Figure 1. The clock network.
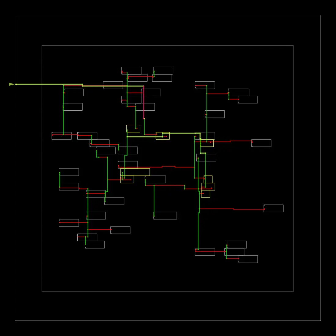
Figure 2. Cell classes on the final placement.
Fill, decap, tap and diode cells in grey.
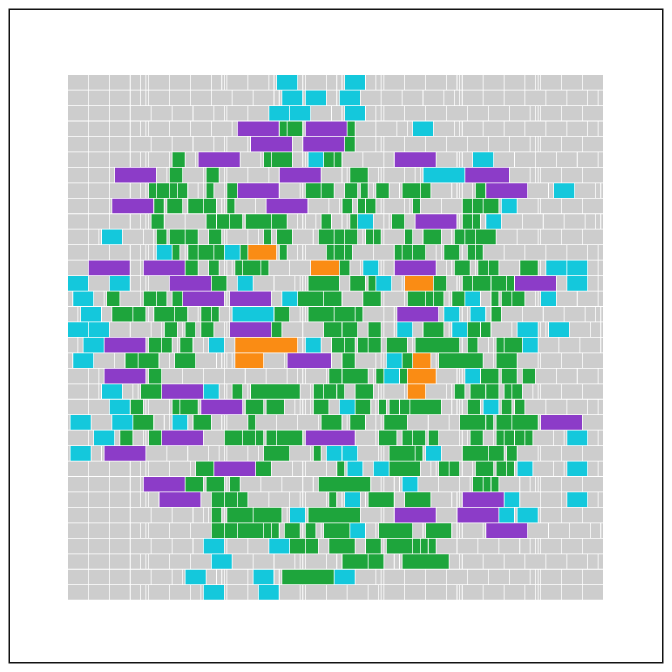
Figure 3. Signal metal coverage by tile.
Bar = 20 um. 23 x 23 tiles, from dark blue (low) to red (high), scaled to the fullest tile. Values are wire area over tile area, all layers added.
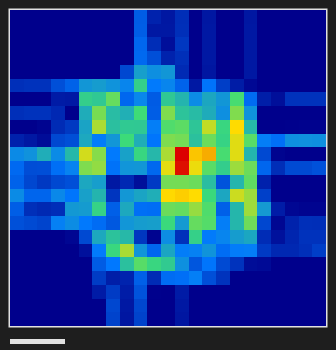
Figure 4. Met3 routing.
Bar = 20 um.
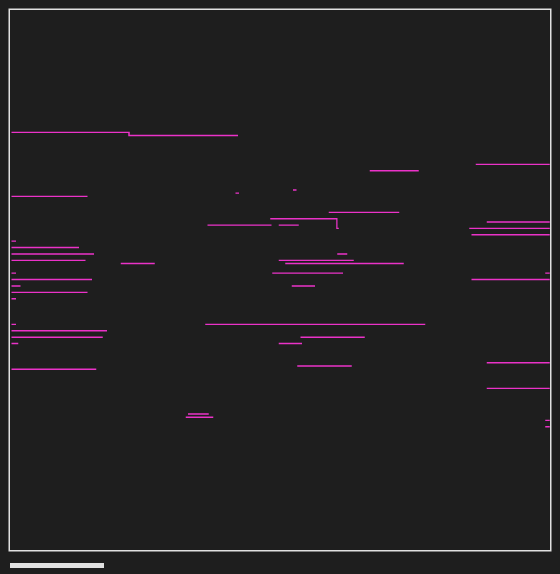
Figure 5. The metal 1 layer.
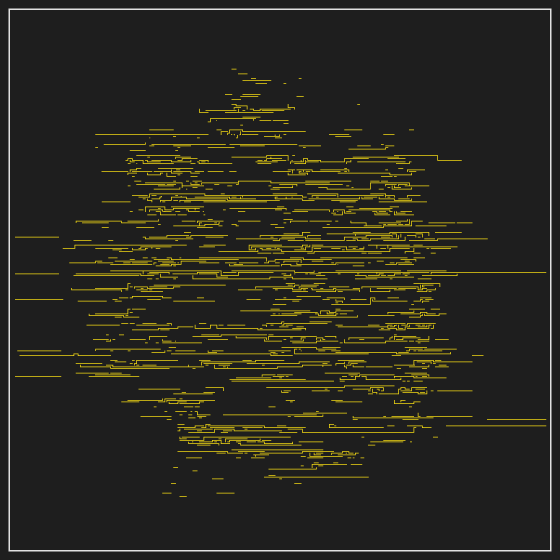
File: config.mk
export PLATFORM = sky130hd
export DESIGN_NAME = score_writer_flat
export DESIGN_NICKNAME = d
export VERILOG_FILES = /design/src/rtl/score_writer_if.sv /design/src/rtl/score_writer.sv /design/src/flat_wrapper.sv
export SDC_FILE = /design/constraint.sdc
export NUM_CORES = 1
export LEC_CHECK = 0
export CAP_MARGIN = 5
export CORE_MARGIN = 10
export CORE_UTILIZATION = 30
export DETAILED_ROUTE_END_ITERATION = 12
export HOLD_SLACK_MARGIN = 0.08
export PLACE_DENSITY_LB_ADDON = 0.25
export SLEW_MARGIN = 10
export SYNTH_ARGS = -nofsm -noshare
export SYNTH_HDL_FRONTEND = slang
export SYNTH_SLANG_ARGS = --single-unit
File: constraint.sdc
create_clock -name clk -period 2.3 [get_ports clk]
set_clock_uncertainty 0.05 [all_clocks]
set_input_delay 0.575 -clock clk [delete_from_list [all_inputs] [get_ports clk]]
set_output_delay 0.575 -clock clk [all_outputs]
set_load 0.01 [all_outputs]
File: src/rtl/score_writer_if.sv
// Bundle between the score writer and its environment: fill control, the cell-score
// handshake, the score RAM write port, and fill-progress status.
interface score_writer_if #(
   parameter int ADDR_W = 7
);
   // Handshake: a score is accepted on a rising edge where score_valid and score_ready are both high.
   // score_ready is registered, so the producer may sample it before that edge.
   logic                start;
   logic signed [8:0]   score_in;
   logic                score_valid;
   logic                score_ready;
   logic                we;
   logic [ADDR_W-1:0]   waddr;
   logic signed [8:0]   wdata;
   logic [3:0]          cur_i;
   logic [3:0]          cur_j;
   logic                init_done;
   logic                done;

   modport master (
      output start, score_in, score_valid,
      input  score_ready, we, waddr, wdata, cur_i, cur_j, init_done, done
   );

   modport slave (
      input  start, score_in, score_valid,
      output score_ready, we, waddr, wdata, cur_i, cur_j, init_done, done
   );
endinterface

File: src/rtl/score_writer.sv
// Fills an (N+1)x(N+1) score matrix: writes the gap-penalty border, then streams
// accepted cell scores into the RAM in row-major order.
module score_writer #(
   parameter int N      = 8,
   parameter int GAP    = -2,
   parameter int ADDR_W = 7
) (
   input  logic         clk,
   input  logic         rst,
   score_writer_if.slave bus,
   output logic [2:0]   state_o
);
   localparam logic [2:0] S_IDLE       = 3'd0;
   localparam logic [2:0] S_INIT_ROW   = 3'd1;
   localparam logic [2:0] S_INIT_COL   = 3'd2;
   localparam logic [2:0] S_WAIT_CELL  = 3'd3;
   localparam logic [2:0] S_WRITE_CELL = 3'd4;
   localparam logic [2:0] S_DONE       = 3'd5;

   localparam logic signed [8:0] GAP9 = 9'(GAP);
   localparam logic [3:0]        N4   = 4'(N);

   logic [2:0]          state_q, state_d;
   logic [3:0]          i_q, i_d, j_q, j_d;
   logic signed [8:0]   acc_q, acc_d;
   logic                we_q, we_d;
   logic [ADDR_W-1:0]   waddr_q, waddr_d;
   logic signed [8:0]   wdata_q, wdata_d;
   logic                ready_q, ready_d;
   logic                init_done_q, init_done_d;
   logic                done_q, done_d;

   function automatic logic [ADDR_W-1:0] addr_of(input logic [3:0] i, input logic [3:0] j);
      return ADDR_W'(i) * ADDR_W'(N + 1) + ADDR_W'(j);
   endfunction

   // The write registers are loaded on the edge entering a cycle, so acc_q always
   // holds the border value of the next write rather than the one on the bus.
   always_comb begin
      state_d     = state_q;
      i_d         = i_q;
      j_d         = j_q;
      acc_d       = acc_q;
      we_d        = 1'b0;
      waddr_d     = waddr_q;
      wdata_d     = wdata_q;
      ready_d     = 1'b0;
      init_done_d = init_done_q;
      done_d      = done_q;
      case (state_q)
         S_IDLE, S_DONE: begin
            if (bus.start) begin
               state_d     = S_INIT_ROW;
               i_d         = 4'd0;
               j_d         = 4'd0;
               acc_d       = GAP9;
               we_d        = 1'b1;
               waddr_d     = '0;
               wdata_d     = '0;
               init_done_d = 1'b0;
               done_d      = 1'b0;
            end
         end
         S_INIT_ROW: begin
            we_d = 1'b1;
            if (j_q == N4) begin
               state_d = S_INIT_COL;
               i_d     = 4'd1;
               j_d     = 4'd0;
               waddr_d = addr_of(4'd1, 4'd0);
               wdata_d = GAP9;
               acc_d   = GAP9 + GAP9;
            end else begin
               j_d     = j_q + 4'd1;
               waddr_d = addr_of(4'd0, j_q + 4'd1);
               wdata_d = acc_q;
               acc_d   = acc_q + GAP9;
            end
         end
         S_INIT_COL: begin
            if (i_q == N4) begin
               state_d     = S_WAIT_CELL;
               init_done_d = 1'b1;
               i_d         = 4'd1;
               j_d         = 4'd1;
               ready_d     = 1'b1;
            end else begin
               we_d    = 1'b1;
               i_d     = i_q + 4'd1;
               waddr_d = addr_of(i_q + 4'd1, 4'd0);
               wdata_d = acc_q;
               acc_d   = acc_q + GAP9;
            end
         end
         S_WAIT_CELL: begin
            ready_d = 1'b1;
            if (bus.score_valid && ready_q) begin
               state_d = S_WRITE_CELL;
               ready_d = 1'b0;
               we_d    = 1'b1;
               waddr_d = addr_of(i_q, j_q);
               wdata_d = bus.score_in;
            end
         end
         S_WRITE_CELL: begin
            if (i_q == N4 && j_q == N4) begin
               state_d = S_DONE;
               done_d  = 1'b1;
            end else begin
               state_d = S_WAIT_CELL;
               ready_d = 1'b1;
               if (j_q < N4) begin
                  j_d = j_q + 4'd1;
               end else begin
                  j_d = 4'd1;
                  i_d = i_q + 4'd1;
               end
            end
         end
         default: state_d = S_IDLE;
      endcase
   end

   always_ff @(posedge clk) begin
      if (rst) begin
         state_q     <= S_IDLE;
         i_q         <= '0;
         j_q         <= '0;
         acc_q       <= '0;
         we_q        <= 1'b0;
         waddr_q     <= '0;
         wdata_q     <= '0;
         ready_q     <= 1'b0;
         init_done_q <= 1'b0;
         done_q      <= 1'b0;
      end else begin
         state_q     <= state_d;
         i_q         <= i_d;
         j_q         <= j_d;
         acc_q       <= acc_d;
         we_q        <= we_d;
         waddr_q     <= waddr_d;
         wdata_q     <= wdata_d;
         ready_q     <= ready_d;
         init_done_q <= init_done_d;
         done_q      <= done_d;
      end
   end

   assign bus.score_ready = ready_q;
   assign bus.we          = we_q;
   assign bus.waddr       = waddr_q;
   assign bus.wdata       = wdata_q;
   assign bus.cur_i       = i_q;
   assign bus.cur_j       = j_q;
   assign bus.init_done   = init_done_q;
   assign bus.done        = done_q;
   assign state_o         = state_q;
endmodule

File: src/flat_wrapper.sv
// flat-port wrapper written by rule: the top's interface ports become plain ports
module score_writer_flat 
#(
   parameter int N      = 8,
   parameter int GAP    = -2,
   parameter int ADDR_W = 7
)
  (clk, rst, state_o, bus_start, bus_score_in, bus_score_valid, bus_score_ready, bus_we, bus_waddr, bus_wdata, bus_cur_i, bus_cur_j, bus_init_done, bus_done);
  score_writer_if #(.ADDR_W(ADDR_W)) bus_i ();
  input  logic clk;
  input  logic rst;
  output logic [2:0] state_o;
  input wire logic [$bits(bus_i.start)-1:0] bus_start;
  input wire logic [$bits(bus_i.score_in)-1:0] bus_score_in;
  input wire logic [$bits(bus_i.score_valid)-1:0] bus_score_valid;
  output wire logic [$bits(bus_i.score_ready)-1:0] bus_score_ready;
  output wire logic [$bits(bus_i.we)-1:0] bus_we;
  output wire logic [$bits(bus_i.waddr)-1:0] bus_waddr;
  output wire logic [$bits(bus_i.wdata)-1:0] bus_wdata;
  output wire logic [$bits(bus_i.cur_i)-1:0] bus_cur_i;
  output wire logic [$bits(bus_i.cur_j)-1:0] bus_cur_j;
  output wire logic [$bits(bus_i.init_done)-1:0] bus_init_done;
  output wire logic [$bits(bus_i.done)-1:0] bus_done;
  assign bus_i.start = bus_start;
  assign bus_i.score_in = bus_score_in;
  assign bus_i.score_valid = bus_score_valid;
  assign bus_score_ready = bus_i.score_ready;
  assign bus_we = bus_i.we;
  assign bus_waddr = bus_i.waddr;
  assign bus_wdata = bus_i.wdata;
  assign bus_cur_i = bus_i.cur_i;
  assign bus_cur_j = bus_i.cur_j;
  assign bus_init_done = bus_i.init_done;
  assign bus_done = bus_i.done;
  score_writer #(.N(N), .GAP(GAP), .ADDR_W(ADDR_W)) u_core (.clk(clk), .rst(rst), .bus(bus_i), .state_o(state_o));
endmodule
==> reports/results.txt <==
run status: finished, final reports clean
yosys cell count: 325
Port Buffers: 43
routability cong.: 0.8638
most numerous logic cell after layout: clkdlybuf4s50_1
Levels on crit path: 2
Worst Path Max Fanout: 19
largest net degree at the start of global routing: 22
routed len/inst: 16.23 um
most numerous cell in the Yosys netlist: dfxtp_1
main flop type: dfxtp_1
Non-clk bufs: 83
Detailed Place HPWL: 6.380 mm
1st-pass router iterations: 4
Gate Area: 1829 um^2
Max power group: combinational cells
CTS clock-pin slew for the worst setup and hold paths: 0.09 ns
Total Routing Usage GR: 0.1229
Tapcell Cnt: 108
post-synth area from yosys stat: 2693 um^2
Post-Synthesis Cells: 325
Switch Pwr: 1.474 mW
register area: 787.0 um^2
syn_nets: 359
met1 Use GR: 0.1583
final wirelength: 8.211 mm
Hold Path Class: register to register
H-tree Lvls: 2
Worst Hold End: u_core.bus.waddr[0]
grt total ovfl: 0
Comb area share: 0.4971
max reg flops: 9
remaining antenna violation count after routing: 0
row cnt: 34
Setup CP Type: register to primary output
Unique cell types: 59
comb pwr: 1.93 mW
count of library flops with an enable pin: 0
top routing layer in use: met4
CP max stage cell: clkdlybuf4s50_1
Synthesized registers: 39
synth cell count leaders: dfxtp_1 (39), a21oi_1 (28), nor2_1 (25), ha_1 (20), nand2_1 (17)
internal cell power: 2.054 mW
worst r2r dst: u_core.bus.waddr[5]
post-route insts no fill: 506
routing usage on met3: 0.04219
Mapped Area: 2693 um^2
die span in y: 114.7 um
Finished Cell Area: 3680 um^2
worst reg2reg path depth: 10
hold bufs inserted after CTS: 0
Fin. Hold Viols: 0
Comb power frac: 0.547
CP Data Required Time: 1.67 ns
crit path buf inv count: 2
CTS resizes: 3
R2R Setup Slk: 0.11 ns
share of layout cells above drive strength 1: 0.1759
Worst Setup End Kind: primary output
max frequency: 455.1 MHz
CP Data Arrival Time: 1.57 ns
Layout non-clock buf frac: 0.2054
top cell family by delay on the critical path: buffers and inverters
clock buffer depth: 2
Worst Tran Pin Value: 0.6782 ns
Remaining DRCs: 0
Overall Power: 3.528 mW
Back to the opening pictures, Figure 1:
total CTS buffers: 5
CTS sink cnt: 39
clock buffers: 5
Seq cells: 39
clk latency late pin: 0.30 ns

Back to the opening pictures, Figure 2:
[all other logic] green | cells: 268
[other buffers and delay cells] cyan | cells: 83
[flip-flops] purple | cells: 39
[clock drivers and dummy loads] orange | cells: 8

Back to the opening pictures, Figure 3:
nearly empty tiles: 40%
emptiest ninth of the die: top right
densest ninth of the die: middle

Back to the opening pictures, Figure 4:
main direction: horizontal
nets with wire on the layer: 39
longest straight run: 46.5 um
share of all routed wire: 6.4%
wire length on this layer: 525 um

Back to the opening pictures, Figure 5:
share of all routed wire: 47%
nets with wire on the layer: 389
longest straight run: 24.4 um
main direction: horizontal
wire length on this layer: 3850 um

Power figures rest on the tool's default switching activity, not on a simulated workload.
